File: config.mk
export PLATFORM = sky130hd
export DESIGN_NAME = seq_divider
export DESIGN_NICKNAME = d
export VERILOG_FILES = /design/src/rtl/seq_divider.sv
export SDC_FILE = /design/constraint.sdc
export NUM_CORES = 1
export LEC_CHECK = 0
export CORE_MARGIN = 3
export CORE_UTILIZATION = 40
export DETAILED_ROUTE_END_ITERATION = 8
export HOLD_SLACK_MARGIN = 0.02
export MAX_ROUTING_LAYER = met4
export PLACE_DENSITY = 0.58
export SYNTH_ARGS = -nofsm -noshare
export SYNTH_HDL_FRONTEND = slang
export SYNTH_SLANG_ARGS = --single-unit
File: constraint.sdc
create_clock -name clk -period 6.4 [get_ports clk]
set_input_delay 0.96 -clock clk [delete_from_list [all_inputs] [get_ports clk]]
set_output_delay 0.96 -clock clk [all_outputs]
set_load 0.03 [all_outputs]
File: src/rtl/seq_divider.sv
// Iterative radix-2 restoring divider: one quotient bit per clock, signed or
// unsigned operands, valid/ready handshake on both operand and result sides.
//
// Handshake: an operand transfer happens on a rising edge where
// in_valid && in_ready; a result transfer happens on a rising edge where
// out_valid && out_ready. in_ready depends only on state and rst, and
// out_valid only on state, so neither side sees a combinational path from the
// other side's request.
module seq_divider #(
  parameter int WIDTH = 32
) (
  input  logic             clk,
  input  logic             rst,
  input  logic             in_valid,
  output logic             in_ready,
  input  logic [WIDTH-1:0] dividend,
  input  logic [WIDTH-1:0] divisor,
  input  logic             is_signed,
  output logic             out_valid,
  input  logic             out_ready,
  output logic [WIDTH-1:0] quotient,
  output logic [WIDTH-1:0] remainder,
  output logic             div_by_zero,
  output logic [1:0]       dbg_state
);

  localparam int CW = $clog2(WIDTH + 1);
  localparam logic [WIDTH-1:0] MIN_NEG = {1'b1, {(WIDTH-1){1'b0}}};

  typedef enum logic [1:0] {
    IDLE = 2'd0,
    BUSY = 2'd1,
    DONE = 2'd2
  } state_t;

  state_t r_state;
  state_t w_next_state;

  // Working registers: r_quo starts as |dividend| and is shifted out MSB
  // first while quotient bits are shifted in at the bottom.
  logic [WIDTH-1:0] r_quo;
  logic [WIDTH-1:0] r_rem;
  logic [WIDTH-1:0] r_dvs;
  logic [CW-1:0]    r_cnt;
  logic             r_neg_q;
  logic             r_neg_r;
  logic             r_dz;

  // Registered result, held across DONE and after the result is taken.
  logic [WIDTH-1:0] r_q_out;
  logic [WIDTH-1:0] r_r_out;
  logic             r_dz_out;

  logic             w_accept;
  logic             w_a_neg;
  logic             w_b_neg;
  logic [WIDTH-1:0] w_a_abs;
  logic [WIDTH-1:0] w_b_abs;
  logic             w_div_zero;
  logic             w_ovf;
  logic [WIDTH:0]   w_rem_sh;
  logic [WIDTH:0]   w_trial;
  logic             w_fit;
  logic             w_last;

  assign in_ready    = (r_state == IDLE) && !rst;
  assign out_valid   = (r_state == DONE);
  assign quotient    = r_q_out;
  assign remainder   = r_r_out;
  assign div_by_zero = r_dz_out;
  assign dbg_state   = r_state;

  assign w_accept   = in_valid && in_ready;
  assign w_a_neg    = is_signed && dividend[WIDTH-1];
  assign w_b_neg    = is_signed && divisor[WIDTH-1];
  assign w_a_abs    = w_a_neg ? -dividend : dividend;
  assign w_b_abs    = w_b_neg ? -divisor : divisor;
  assign w_div_zero = (divisor == '0);
  assign w_ovf      = is_signed && (dividend == MIN_NEG) && (divisor == '1);

  // Shift the next dividend bit into the partial remainder and try the
  // subtraction. If the shifted remainder overflowed into bit WIDTH it is
  // certainly larger than any divisor; otherwise the trial's top bit is the
  // borrow (sign) of the subtraction.
  assign w_rem_sh = {r_rem, r_quo[WIDTH-1]};
  assign w_trial  = w_rem_sh - {1'b0, r_dvs};
  assign w_fit    = w_rem_sh[WIDTH] || !w_trial[WIDTH];
  assign w_last   = (r_cnt == '0);

  // State register.
  always_ff @(posedge clk or posedge rst) begin
    if (rst) begin
      r_state <= IDLE;
    end else begin
      r_state <= w_next_state;
    end
  end

  // Next-state logic. Special cases also pass through one BUSY cycle (with a
  // zero step count) so the result register is written at a single place.
  always_comb begin
    w_next_state = r_state;
    case (r_state)
      IDLE: if (w_accept) w_next_state = BUSY;
      BUSY: if (w_last) w_next_state = DONE;
      DONE: if (out_ready) w_next_state = IDLE;
      default: w_next_state = IDLE;
    endcase
  end

  // Datapath: load on accept, one restoring step per BUSY cycle, then a
  // final sign fix-up into the result register.
  always_ff @(posedge clk or posedge rst) begin
    if (rst) begin
      r_quo    <= '0;
      r_rem    <= '0;
      r_dvs    <= '0;
      r_cnt    <= '0;
      r_neg_q  <= 1'b0;
      r_neg_r  <= 1'b0;
      r_dz     <= 1'b0;
      r_q_out  <= '0;
      r_r_out  <= '0;
      r_dz_out <= 1'b0;
    end else if (r_state == IDLE) begin
      if (w_accept) begin
        r_cnt   <= '0;
        r_neg_q <= 1'b0;
        r_neg_r <= 1'b0;
        r_dz    <= 1'b0;
        r_dvs   <= w_b_abs;
        if (w_div_zero) begin
          r_quo <= '1;
          r_rem <= dividend;
          r_dz  <= 1'b1;
        end else if (w_ovf) begin
          r_quo <= dividend;
          r_rem <= '0;
        end else begin
          r_quo   <= w_a_abs;
          r_rem   <= '0;
          r_cnt   <= CW'(WIDTH);
          r_neg_q <= w_a_neg ^ w_b_neg;
          r_neg_r <= w_a_neg;
        end
      end
    end else if (r_state == BUSY) begin
      if (!w_last) begin
        r_quo <= {r_quo[WIDTH-2:0], w_fit};
        r_rem <= w_fit ? w_trial[WIDTH-1:0] : w_rem_sh[WIDTH-1:0];
        r_cnt <= r_cnt - CW'(1);
      end else begin
        r_q_out  <= r_neg_q ? -r_quo : r_quo;
        r_r_out  <= r_neg_r ? -r_rem : r_rem;
        r_dz_out <= r_dz;
      end
    end
  end

endmodule
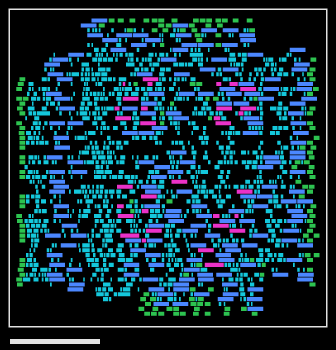
Run 1: cells colored by class
Scale bar: 50 um.
Key: magenta = clock drivers and dummy loads [cells 32, share of their area 4.6%]; green = other buffers and delay cells [cells 150, share of their area 11%]; blue = flip-flops [cells 172, share of their area 32%]; cyan = all other logic [cells 1132, share of their area 52%]

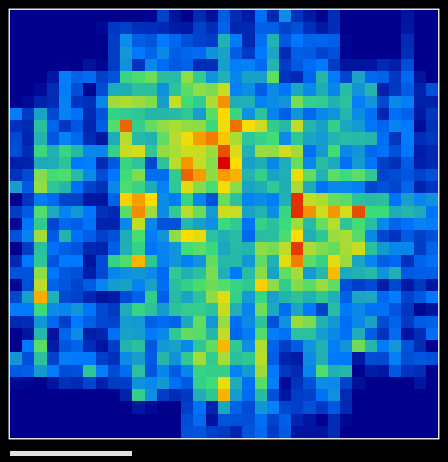
Run 1: wire density map
Scale bar: 50 um. The die is cut into 35 by 35 equal tiles; dark blue is low, red is high, scaled to the fullest tile. Values are wire area over tile area, all layers added.
15% of the tiles are nearly empty. The densest ninth of the die: center. The mean over all tiles is 0.18. 15% of the tiles are over half the peak. The fullest tile reaches 0.66.

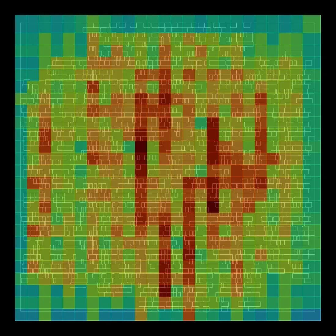
Run 1: track usage over the die
Total GRT Usage: 0.230
routed wire length per instance: 18.6 um
met2 usage: 0.361

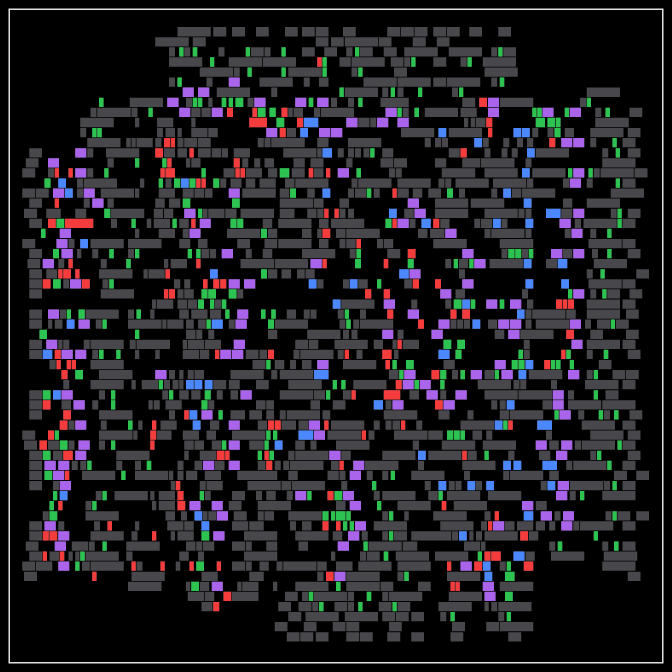
Run 1: logic cells by family
Key: purple = XOR/XNOR gates [cells 146, where all over the die]; blue = AND and OR gates [cells 68]; red = NOR gates [cells 140, where all over the die]; green = NAND gates [cells 234, where all over the die]
filler-free cell count of the finished design: 1865
multi-input logic portion of the cell area: 0.487
most frequently placed logic cell in the final layout: o21ai_0

==> qor.txt, run 1 <==
cell count after placement -> 1832
Final Max Tran Viols -> 0
number of nets in the final layout -> 1581
status -> complete, no violations
most numerous logic cells after layout -> 181 x o21ai_0, 172 x nand2_1, 172 x dfrtp_1
uppermost signal routing layer after detailed routing -> met4
fraction of synthesized cell area in xor and xnor cells -> 0.111
worst min-delay path class -> register to register
RSZ-0062 raised after global routing -> no
slew at the pin closest to its max-slew limit -> 1160 ps
post-route total power -> 0.00801 W
timing startpoint of the critical path -> divisor[6]
heaviest power group -> combinational cells
reg2reg end -> r_rem[15]
WHS Endpoint -> remainder[14]
number of warnings the tools reported -> 27
Detailed Route WL -> 34700 um
part of the power in combinational logic -> 0.592
Final GP Congestion -> 0.942
Reg area -> 0.00430 mm^2
post-synthesis instance area -> 0.0115 mm^2
maximum fanout along the worst path -> 19
mux share of post-synthesis cell area -> 0.0178
number of sinks handled by clock tree synthesis -> 172
post-synthesis share of cell area spent on full adders, half adders and majority gates -> 0.0429
min cycle time layout -> 4420 ps
power consumed by combinational cells -> 0.00474 W
Reg-to-Reg Start -> r_quo[31]
cell area after layout -> 0.0138 mm^2
fp util -> 0.411
via count of the first global-routing pass -> 9526
sequential fraction of the synthesis area -> 0.373
clock network fraction of total power -> 0.136
critical path startpoint category -> input pin
nature of the critical path endpoint -> register
width of the die -> 176 um
area of the synthesized netlist per yosys stat -> 0.0115 mm^2
setup_tns -> 0 ps
leakage dissipation -> 5.56 nW
number of placement rows -> 61
fraction of layout cells with a size suffix above 1 -> 0.0485
type of the worst setup path -> input pin to register
Core ar. -> 0.0281 mm^2
synthesized flop and latch total -> 172
HPWL after detailed placement -> 26500 um
proportion of synthesized flip-flops having asynchronous set or reset -> 1.00
net switching power of the design -> 0.00384 W
Fmax achieved -> 226 MHz
global routing usage on met1 -> 0.304
cell resize tally after clock tree synthesis -> 0
r2r worst-path depth -> 12
post-synthesis simple-gate area fraction -> 0.186
Flop+latch power -> 0.00217 W
Iteration-0 DRC Markers -> 737
Clock Tree Buf Depth -> 2
number of H-tree levels -> 4
maximum vdd drop -> 209 uV
mean cell area of the mapped netlist -> 8.36 um^2
Area after DPL -> 0.0132 mm^2
filler cell count in the final layout -> 2826
sequential group share of total power -> 0.271
number of warning messages in the yosys log -> 0
register-to-register setup slack -> 2190 ps
critical path required time -> 6740 ps
largest family of logic cells by area -> AND-OR/OR-AND gates
Fin. Hold Viols -> 0
cts-stage hold buffer count -> 0
area leader, netlist -> dfrtp_1
Remaining Overflow, GRT -> 0
slack of the critical path -> 1980 ps
count of cells along the worst hold path -> 2
power in the clock group -> 0.00109 W
ordered list of cells on the worst path -> clkdlybuf4s50_1 > nor4_1 > nor3b_1 > nand4_1 > nor4_4 > and3_1 > a22oi_1 > o211ai_1
core utilization of the finished layout -> 0.491
wire length of the first global-routing pass -> 54200 um
M1 WL -> 15500 um
post-synth cell types -> 66
Setup Skew -> 12.5 ps
die outline height -> 176 um
number of cells in Yosys stat -> 1381
critical path capture point -> r_rem[24]
number of nets at floorplan -> 1489
instance tally after logic synthesis -> 1381
Setup Viol. Count Final -> 0
post-synthesis compound-gate area fraction -> 0.225
Worst path max stage delay -> 920 ps
Port Buffers -> 137
relative slew slack -> 0.228
post-layout period usage -> 0.690
top cells by area in the synthesized netlist -> dfrtp_1 37%, o21ai_0 7.8%, xor2_1 7.7%
Arr. time, crit path -> 4750 ps
most used flip-flop cell -> dfrtp_1
detail-routed via count per cell -> 5.52
via count of the routed design -> 10300
highest-utilization routing layer at the global route stage -> met2
Clock Tree Root -> clkbuf_16
clock buffers created by TritonCTS -> 17
max-cap violations -> 0
post-synthesis to final-layout area growth -> 19.6%
DRC Markers -> 0
ANT nets after route -> 0
Critical Path Slowest Stage Cell -> nor4_4
-- run 1: layout make-up --
cell class | instances | area share
Antenna cell | 1 | 0.000181
Clock buffer | 18 | 0.0318
Clock inverter | 14 | 0.0124
Inverter | 56 | 0.0156
Multi-Input combinational cell | 1076 | 0.487
Sequential cell | 172 | 0.312
Tap cell | 378 | 0.0343
Timing Repair Buffer | 150 | 0.106
-- run 1: state kept, by name (all words and copies together) (netlist names) --
register	flops
dbg_state	2
div_by_zero	1
quotient	32
r_cnt	6
r_dvs	32
r_dz	1
r_neg_q	1
r_neg_r	1
r_quo	32
r_rem	32
remainder	32
-- run 1: synthesized netlist by cell type (all sizes together), types with 38 or more instances --
cell type	count
xnor2	45
clkbuf	61
nor3	38
dfrtp	172
a21oi	86
o21ai	187
ha	38
xor2	101
inv	56
o31ai	39
nor2	73
nand2	173
Run 1, routed clock nets over the placement:
Scale bar: 50 um.
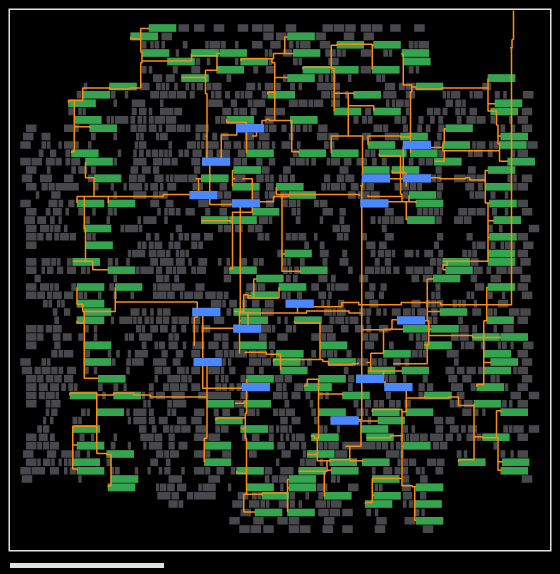

==> run 2, diff against run 1 <==
--- a/config.mk
+++ b/config.mk
@@ -10,7 +10,7 @@
 export DETAILED_ROUTE_END_ITERATION = 8
 export HOLD_SLACK_MARGIN = 0.02
 export MAX_ROUTING_LAYER = met4
-export PLACE_DENSITY = 0.58
+export PLACE_DENSITY = 0.61
 export SYNTH_ARGS = -nofsm -noshare
 export SYNTH_HDL_FRONTEND = slang
 export SYNTH_SLANG_ARGS = --single-unit
==> constraint.sdc (replaced) <==
create_clock -name clk -period 4.05 [get_ports clk]
set_input_delay 0.6075 -clock clk [delete_from_list [all_inputs] [get_ports clk]]
set_output_delay 0.6075 -clock clk [all_outputs]
set_load 0.03 [all_outputs]
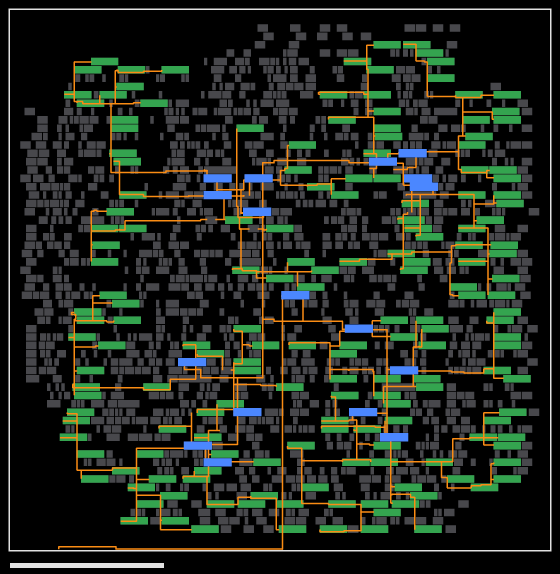
Run 2: routed clock nets over the placement
Scale bar: 50 um.
Key: blue = cells driving clock nets [count 17]; orange = clock wires [length 2380 um]; green = flip-flops [count 172]
There are 18 routed clock nets.
power in the clock group: 0.00184 W
insertion delay of the later-clocked pin in the worst-skew pair: 440 ps
clock network fraction of total power: 0.139
Setup Skew: 11.1 ps

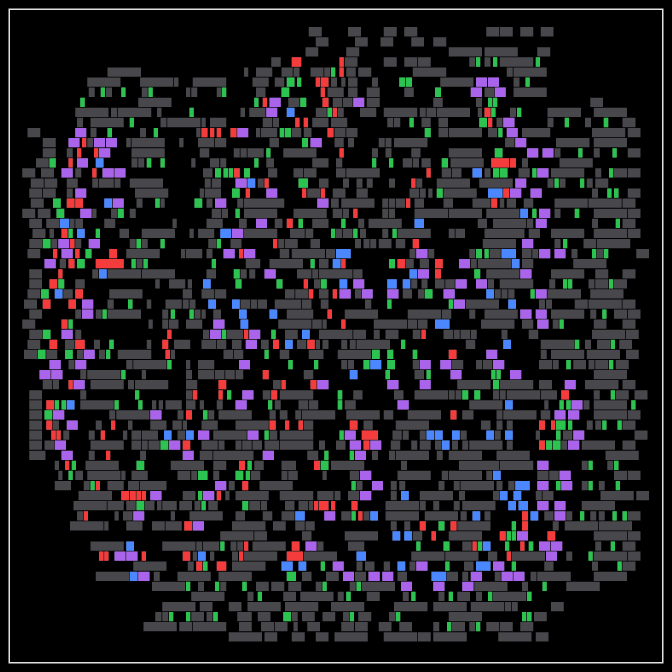
Run 2: logic cells by family
Key: green = NAND gates [cells 234, where all over the die]; red = NOR gates [cells 140, where all over the die]; blue = AND and OR gates [cells 68]; purple = XOR/XNOR gates [cells 146, where all over the die]

==> run 2 against run 1 <==
Against the previous run:
- die area stayed put
- global-route usage is 1.4 points higher
- sequential share of layout area fell by 0.54 points
- non-clock buffer count increased by 23
- critical path type is now register to register
- count of clock-buffer cells in the layout increased by 1
==> qor.txt, run 2 <==
status -> complete, no violations
maximum vdd drop -> 423 uV
count of cells along the worst hold path -> 2
detail-routed via count per cell -> 5.64
largest family of logic cells by area -> AND-OR/OR-AND gates
post-synthesis simple-gate area fraction -> 0.186
setup_tns -> 0 ps
fraction of synthesized cell area in xor and xnor cells -> 0.111
post-synthesis to final-layout area growth -> 21.7%
worst min-delay path class -> register to register
Detailed Routing Iterations Pass 1 -> 5
maximum number of pins on one net before global-route repair -> 173
sequential fraction of the synthesis area -> 0.373
DRC Markers -> 0
Flop+latch power -> 0.00338 W
min cycle time layout -> 3560 ps
width of the die -> 176 um
TritonCTS clock tree -> done
number of placement rows -> 61
via count of the first global-routing pass -> 10200
Clk pin slew, worst setup/hold paths -> 70 ps
register-to-register setup slack -> 490 ps
via count of the routed design -> 10700
critical path startpoint category -> register
cell count after placement -> 1855
ANT nets after route -> 0
commonest cells in the netlist -> 181 x o21ai_0, 172 x dfrtp_1, 172 x nand2_1
clock buffers created by TritonCTS -> 17
max-cap violations -> 0
Core ar. -> 0.0281 mm^2
routed wire length on met2 -> 16800 um
maximum fanout along the worst path -> 8
RSZ-0062 raised after global routing -> no
die area -> 0.0309 mm^2
number of sinks handled by clock tree synthesis -> 172
timing startpoint of the critical path -> r_quo[31]
Iteration-0 DRC Markers -> 751
part of the power in combinational logic -> 0.605
number of H-tree levels -> 4
Power Internal -> 0.00681 W
critical hold path startpoint -> quotient[2]
Clock Tree Root -> clkbuf_16
r2r worst-path depth -> 13
instance tally after logic synthesis -> 1381
leakage dissipation -> 5.70 nW
post-synth cell types -> 66
critical path capture point -> r_rem[14]
Arr. time, crit path -> 3840 ps
fraction of layout cells with a size suffix above 1 -> 0.0636
number of warning messages in the yosys log -> 0
power consumed by combinational cells -> 0.00800 W
net switching power of the design -> 0.00640 W
die outline height -> 176 um
M1 WL -> 17200 um
Clock Tree Buf Depth -> 2
fp util -> 0.411
proportion of synthesized flip-flops having asynchronous set or reset -> 1.00
cell area after layout -> 0.0140 mm^2
sequential group share of total power -> 0.256
post-CTS setup buffers -> 0
WHS Endpoint -> quotient[2]
synthesized flop and latch total -> 172
Fmax achieved -> 281 MHz
filler-free cell count of the finished design -> 1888
number of nets in the final layout -> 1604
core utilization of the finished layout -> 0.500
area of the synthesized netlist per yosys stat -> 0.0115 mm^2
post-route total power -> 0.0132 W
highest-utilization routing layer at the global route stage -> met2
area leader, netlist -> dfrtp_1
Remaining Overflow, GRT -> 0
post-synthesis compound-gate area fraction -> 0.225
post-placement setup slack -> 315 ps
Total GRT Usage -> 0.244
cell with the most instances after synthesis -> o21ai_0
number of cells in Yosys stat -> 1381
number of primary I/O pins -> 138
post-layout period usage -> 0.879
number of nets at floorplan -> 1489
number of enable-type register cells in the synthesized netlist -> 0
post-synthesis instance area -> 0.0115 mm^2
most numerous logic cells after layout -> 172 x nand2_1, 172 x o21ai_0, 172 x dfrtp_1
wire length of the first global-routing pass -> 57800 um
type of the worst setup path -> register to register
nature of the critical path endpoint -> register
most used flip-flop cell -> dfrtp_1
Setup Viol. Count Final -> 0
Final GP Congestion -> 0.925
top cells by area in the synthesized netlist -> dfrtp_1 37%, o21ai_0 7.8%, xor2_1 7.7%
reg2reg end -> r_rem[14]
relative slew slack -> 0.312
HPWL after detailed placement -> 27900 um
slew at the pin closest to its max-slew limit -> 1030 ps
Reg-to-Reg Start -> r_quo[31]
number of warnings the tools reported -> 32
total power per unit cell area -> 941 mW/mm^2
critical path required time -> 4330 ps
cell resize tally after clock tree synthesis -> 0
mux share of post-synthesis cell area -> 0.0178
uppermost signal routing layer after detailed routing -> met4
mean cell area of the mapped netlist -> 8.36 um^2
Port Buffers -> 137
Final Max Tran Viols -> 0
routed wire length per instance -> 19.6 um
global routing met3 resource utilization -> 0.0335
proportion of netlist area held by the largest area contributor -> 0.373
hold_ws -> 478 ps
Area after DPL -> 0.0134 mm^2
Fin. Hold Viols -> 0
total length of routed met3 wires -> 2140 um
heaviest power group -> combinational cells
Switching Share -> 0.485
post-synthesis share of cell area spent on full adders, half adders and majority gates -> 0.0429
slack of the critical path -> 488 ps
cts-stage hold buffer count -> 0
number of antenna violations at the first check in global routing -> 1
met2 usage -> 0.380
global routing usage on met1 -> 0.336
Detailed Route WL -> 36900 um
run 2: final cells by class:
| type | instances | area (um^2) |
|---|---|---|
| clock inverter | 13 | 203 |
| sequential | 172 | 4300 |
| inverter | 56 | 214 |
| tap | 378 | 473 |
| timing repair buffer | 173 | 1670 |
| fill | 2811 | 14000 |
| multi-input combinational | 1076 | 6740 |
| antenna | 1 | 2.50 |
| clock buffer | 19 | 443 |
run 2: critical path, stage by stage (launching register included):
cell and delay [ps]:
dfrtp_1 370, inv_1 150, ha_1 270, fa_1 400, nand2b_1 190, a21o_1 200, a21oi_1 280, o211ai_1 240
a211oi_2 230, buf_4 200, or2_1 170, buf_4 200, mux2i_1 360, o21ai_0 130
==> run 3, diff against run 2 <==
--- a/config.mk
+++ b/config.mk
@@ -11,6 +11,7 @@
 export HOLD_SLACK_MARGIN = 0.02
 export MAX_ROUTING_LAYER = met4
 export PLACE_DENSITY = 0.61
+export SLEW_MARGIN = 10
 export SYNTH_ARGS = -nofsm -noshare
 export SYNTH_HDL_FRONTEND = slang
 export SYNTH_SLANG_ARGS = --single-unit
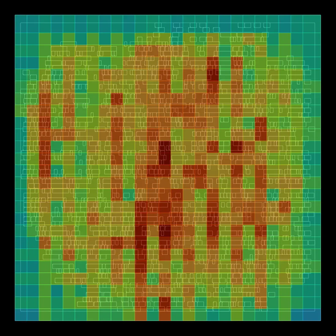
Run 3: track usage over the die
global routing usage on met1: 0.336
core utilization of the finished layout: 0.500

==> run 3 against run 2 <==
Against the previous run:
- setup slack is the same
- combinational power is essentially flat
- synthesized cell count is the same
- count of clock-buffer cells in the layout is the same
- wire length is the same
- fmax is the same
- final cell count is the same
- register-to-register slack is essentially flat
- critical endpoint unchanged
==> qor.txt, run 3 <==
detail-routed via count per cell -> 5.64
die area -> 0.0309 mm^2
fp util -> 0.411
Reg-to-Reg Start -> r_quo[31]
number of warning messages in the yosys log -> 0
cell resize tally after clock tree synthesis -> 0
Tap Cells -> 378
Setup Skew -> 11.1 ps
fraction of layout cells with a size suffix above 1 -> 0.0636
cell family contributing the most delay on the critical path -> AND-OR/OR-AND gates
comb. cell area -> 0.00674 mm^2
WHS Endpoint -> quotient[2]
number of nets at floorplan -> 1489
Setup Viol. Count Final -> 0
layout buffering overhead excluding clock cells -> 0.119
hold_ws -> 478 ps
total power per unit cell area -> 941 mW/mm^2
TritonCTS clock tree -> done
reg2reg end -> r_rem[14]
dominant kind of cell by area -> logic gates
number of antenna violations at the first check in global routing -> 1
number of sinks handled by clock tree synthesis -> 172
status -> complete, no violations
mean cell area of the mapped netlist -> 8.36 um^2
type of the worst setup path -> register to register
width of the die -> 176 um
Arr. time, crit path -> 3840 ps
ordered list of cells on the worst path -> inv_1 > ha_1 > fa_1 > nand2b_1 > a21o_1 > a21oi_1 > o211ai_1 > a211oi_2 > buf_4 > or2_1 > buf_4 > mux2i_1 > o21ai_0
highest-utilization routing layer at the global route stage -> met2
setup_tns -> 0 ps
cts-stage hold buffer count -> 0
routed wire length per instance -> 19.6 um
number of placement rows -> 61
post-synth cell types -> 66
Fin. Hold Viols -> 0
Iteration-0 DRC Markers -> 751
via count of the routed design -> 10700
Worst path max stage delay -> 400 ps
relative slew slack -> 0.312
clock buffers created by TritonCTS -> 17
synthesized flop and latch total -> 172
DRC Markers -> 0
number of nets in the final layout -> 1604
critical path required time -> 4330 ps
Detailed Route WL -> 36900 um
Detailed Routing Iterations Pass 1 -> 5
uppermost signal routing layer after detailed routing -> met4
Non-clock buffers -> 173
post-CTS setup buffers -> 0
filler cell count in the final layout -> 2811
number of warnings the tools reported -> 32
critical hold path startpoint -> quotient[2]
M1 WL -> 17200 um
cell area after layout -> 0.0140 mm^2
Diodes inserted -> 1
Reg area -> 0.00430 mm^2
critical path capture point -> r_rem[14]
commonest cells in the netlist -> 181 x o21ai_0, 172 x dfrtp_1, 172 x nand2_1
global routing met3 resource utilization -> 0.0335
r2r worst-path depth -> 13
min cycle time layout -> 3560 ps
insertion delay of the later-clocked pin in the worst-skew pair -> 440 ps
timing startpoint of the critical path -> r_quo[31]
maximum fanout along the worst path -> 8
cell with the most instances after synthesis -> o21ai_0
Final Max Tran Viols -> 0
sequential fraction of the synthesis area -> 0.373
maximum vdd drop -> 423 uV
number of H-tree levels -> 4
top cells by area in the synthesized netlist -> dfrtp_1 37%, o21ai_0 7.8%, xor2_1 7.7%
area leader, netlist -> dfrtp_1
Area after DPL -> 0.0134 mm^2
max-cap violations -> 0
post-layout period usage -> 0.879
Final GP Congestion -> 0.925
routed wire length on met2 -> 16800 um
post-synthesis to final-layout area growth -> 21.7%
RSZ-0062 raised after global routing -> no
fraction of area in registers -> 0.306
most frequent CP cell -> buf_4
Clock Network Area Fraction -> 0.0460
post-route total power -> 0.0132 W
HPWL after detailed placement -> 27900 um
MI comb cells -> 1076
instance tally after logic synthesis -> 1381
leakage dissipation -> 5.70 nW
count of cells along the worst hold path -> 2
number of clock buffers in the layout -> 19
Total GRT Usage -> 0.244
proportion of netlist area held by the largest area contributor -> 0.373
slack of the critical path -> 488 ps
multi-input logic portion of the cell area -> 0.480
met2 usage -> 0.380
wire length of the first global-routing pass -> 57800 um
register-to-register setup slack -> 490 ps
filler-free cell count of the finished design -> 1888
via count of the first global-routing pass -> 10200
maximum number of pins on one net before global-route repair -> 173
nature of the critical path endpoint -> register
Clock Tree Buf Depth -> 2
proportion of synthesized flip-flops having asynchronous set or reset -> 1.00
post-placement setup slack -> 315 ps
number of primary I/O pins -> 138
number of enable-type register cells in the synthesized netlist -> 0
ANT nets after route -> 0
flip-flops -> 172
slew at the pin closest to its max-slew limit -> 1030 ps
number of cells in Yosys stat -> 1381
die outline height -> 176 um
most numerous logic cells after layout -> 172 x nand2_1, 172 x o21ai_0, 172 x dfrtp_1
Port Buffers -> 137
Remaining Overflow, GRT -> 0
path length in cells of the critical path -> 13
Clock Tree Root -> clkbuf_16
post-synthesis instance area -> 0.0115 mm^2
Fmax achieved -> 281 MHz
worst min-delay path class -> register to register
cell count after placement -> 1855
Core ar. -> 0.0281 mm^2
Crit path buffers/inverters -> 3
area of the synthesized netlist per yosys stat -> 0.0115 mm^2
most used flip-flop cell -> dfrtp_1
total length of routed met3 wires -> 2140 um
inverter tally of the final layout excluding the clock network -> 56
Critical Path Slowest Stage Cell -> fa_1
Clk pin slew, worst setup/hold paths -> 70 ps
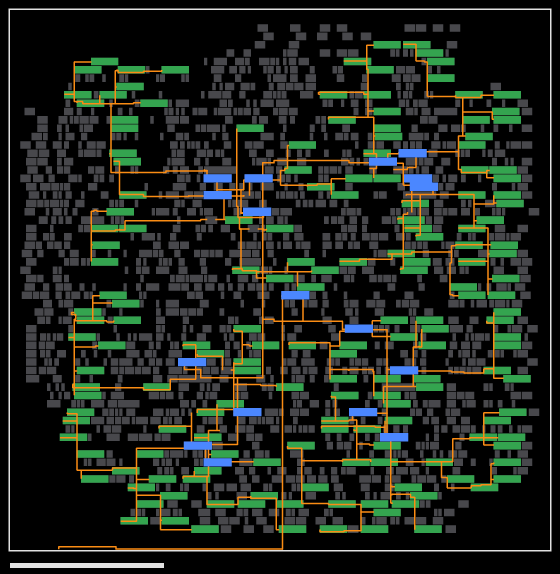
Run 3: routed clock nets over the placement
Scale bar: 50 um.
Key: orange = clock wires [length 2380 um]; green = flip-flops [count 172]; blue = cells driving clock nets [count 17]
There are 18 routed clock nets.

## run 3: cell counts after synthesis
No cell type changed its count.
## run 3: cells by family (layout without fill, tap and decap cells)
| family | count (synthesis) | in the layout | synth area share |
|---|---|---|---|
| muxes | 20 | 20 | 0.0178 |
| adders and majority gates | 39 | 39 | 0.0429 |
| AOI/OAI and AO/OA | 429 | 429 | 0.225 |
| xor gates and xnor gates | 146 | 146 | 0.111 |
| and+or+nand+nor | 442 | 442 | 0.186 |
| other | 0 | 1 | 0 |
| DFF | 172 | 172 | 0.373 |
| buffers and inverters | 133 | 261 | 0.0447 |
## run 3: power breakdown
| part | internal (W) | total, W | switching [W] |
|---|---|---|---|
| Sequential | 0.00252 | 0.00338 | 0.000861 |
| Combinational | 0.00322 | 0.00800 | 0.00478 |
| Clock | 0.00107 | 0.00184 | 0.000765 |
Power figures rest on the tool's default switching activity, not on a simulated workload.
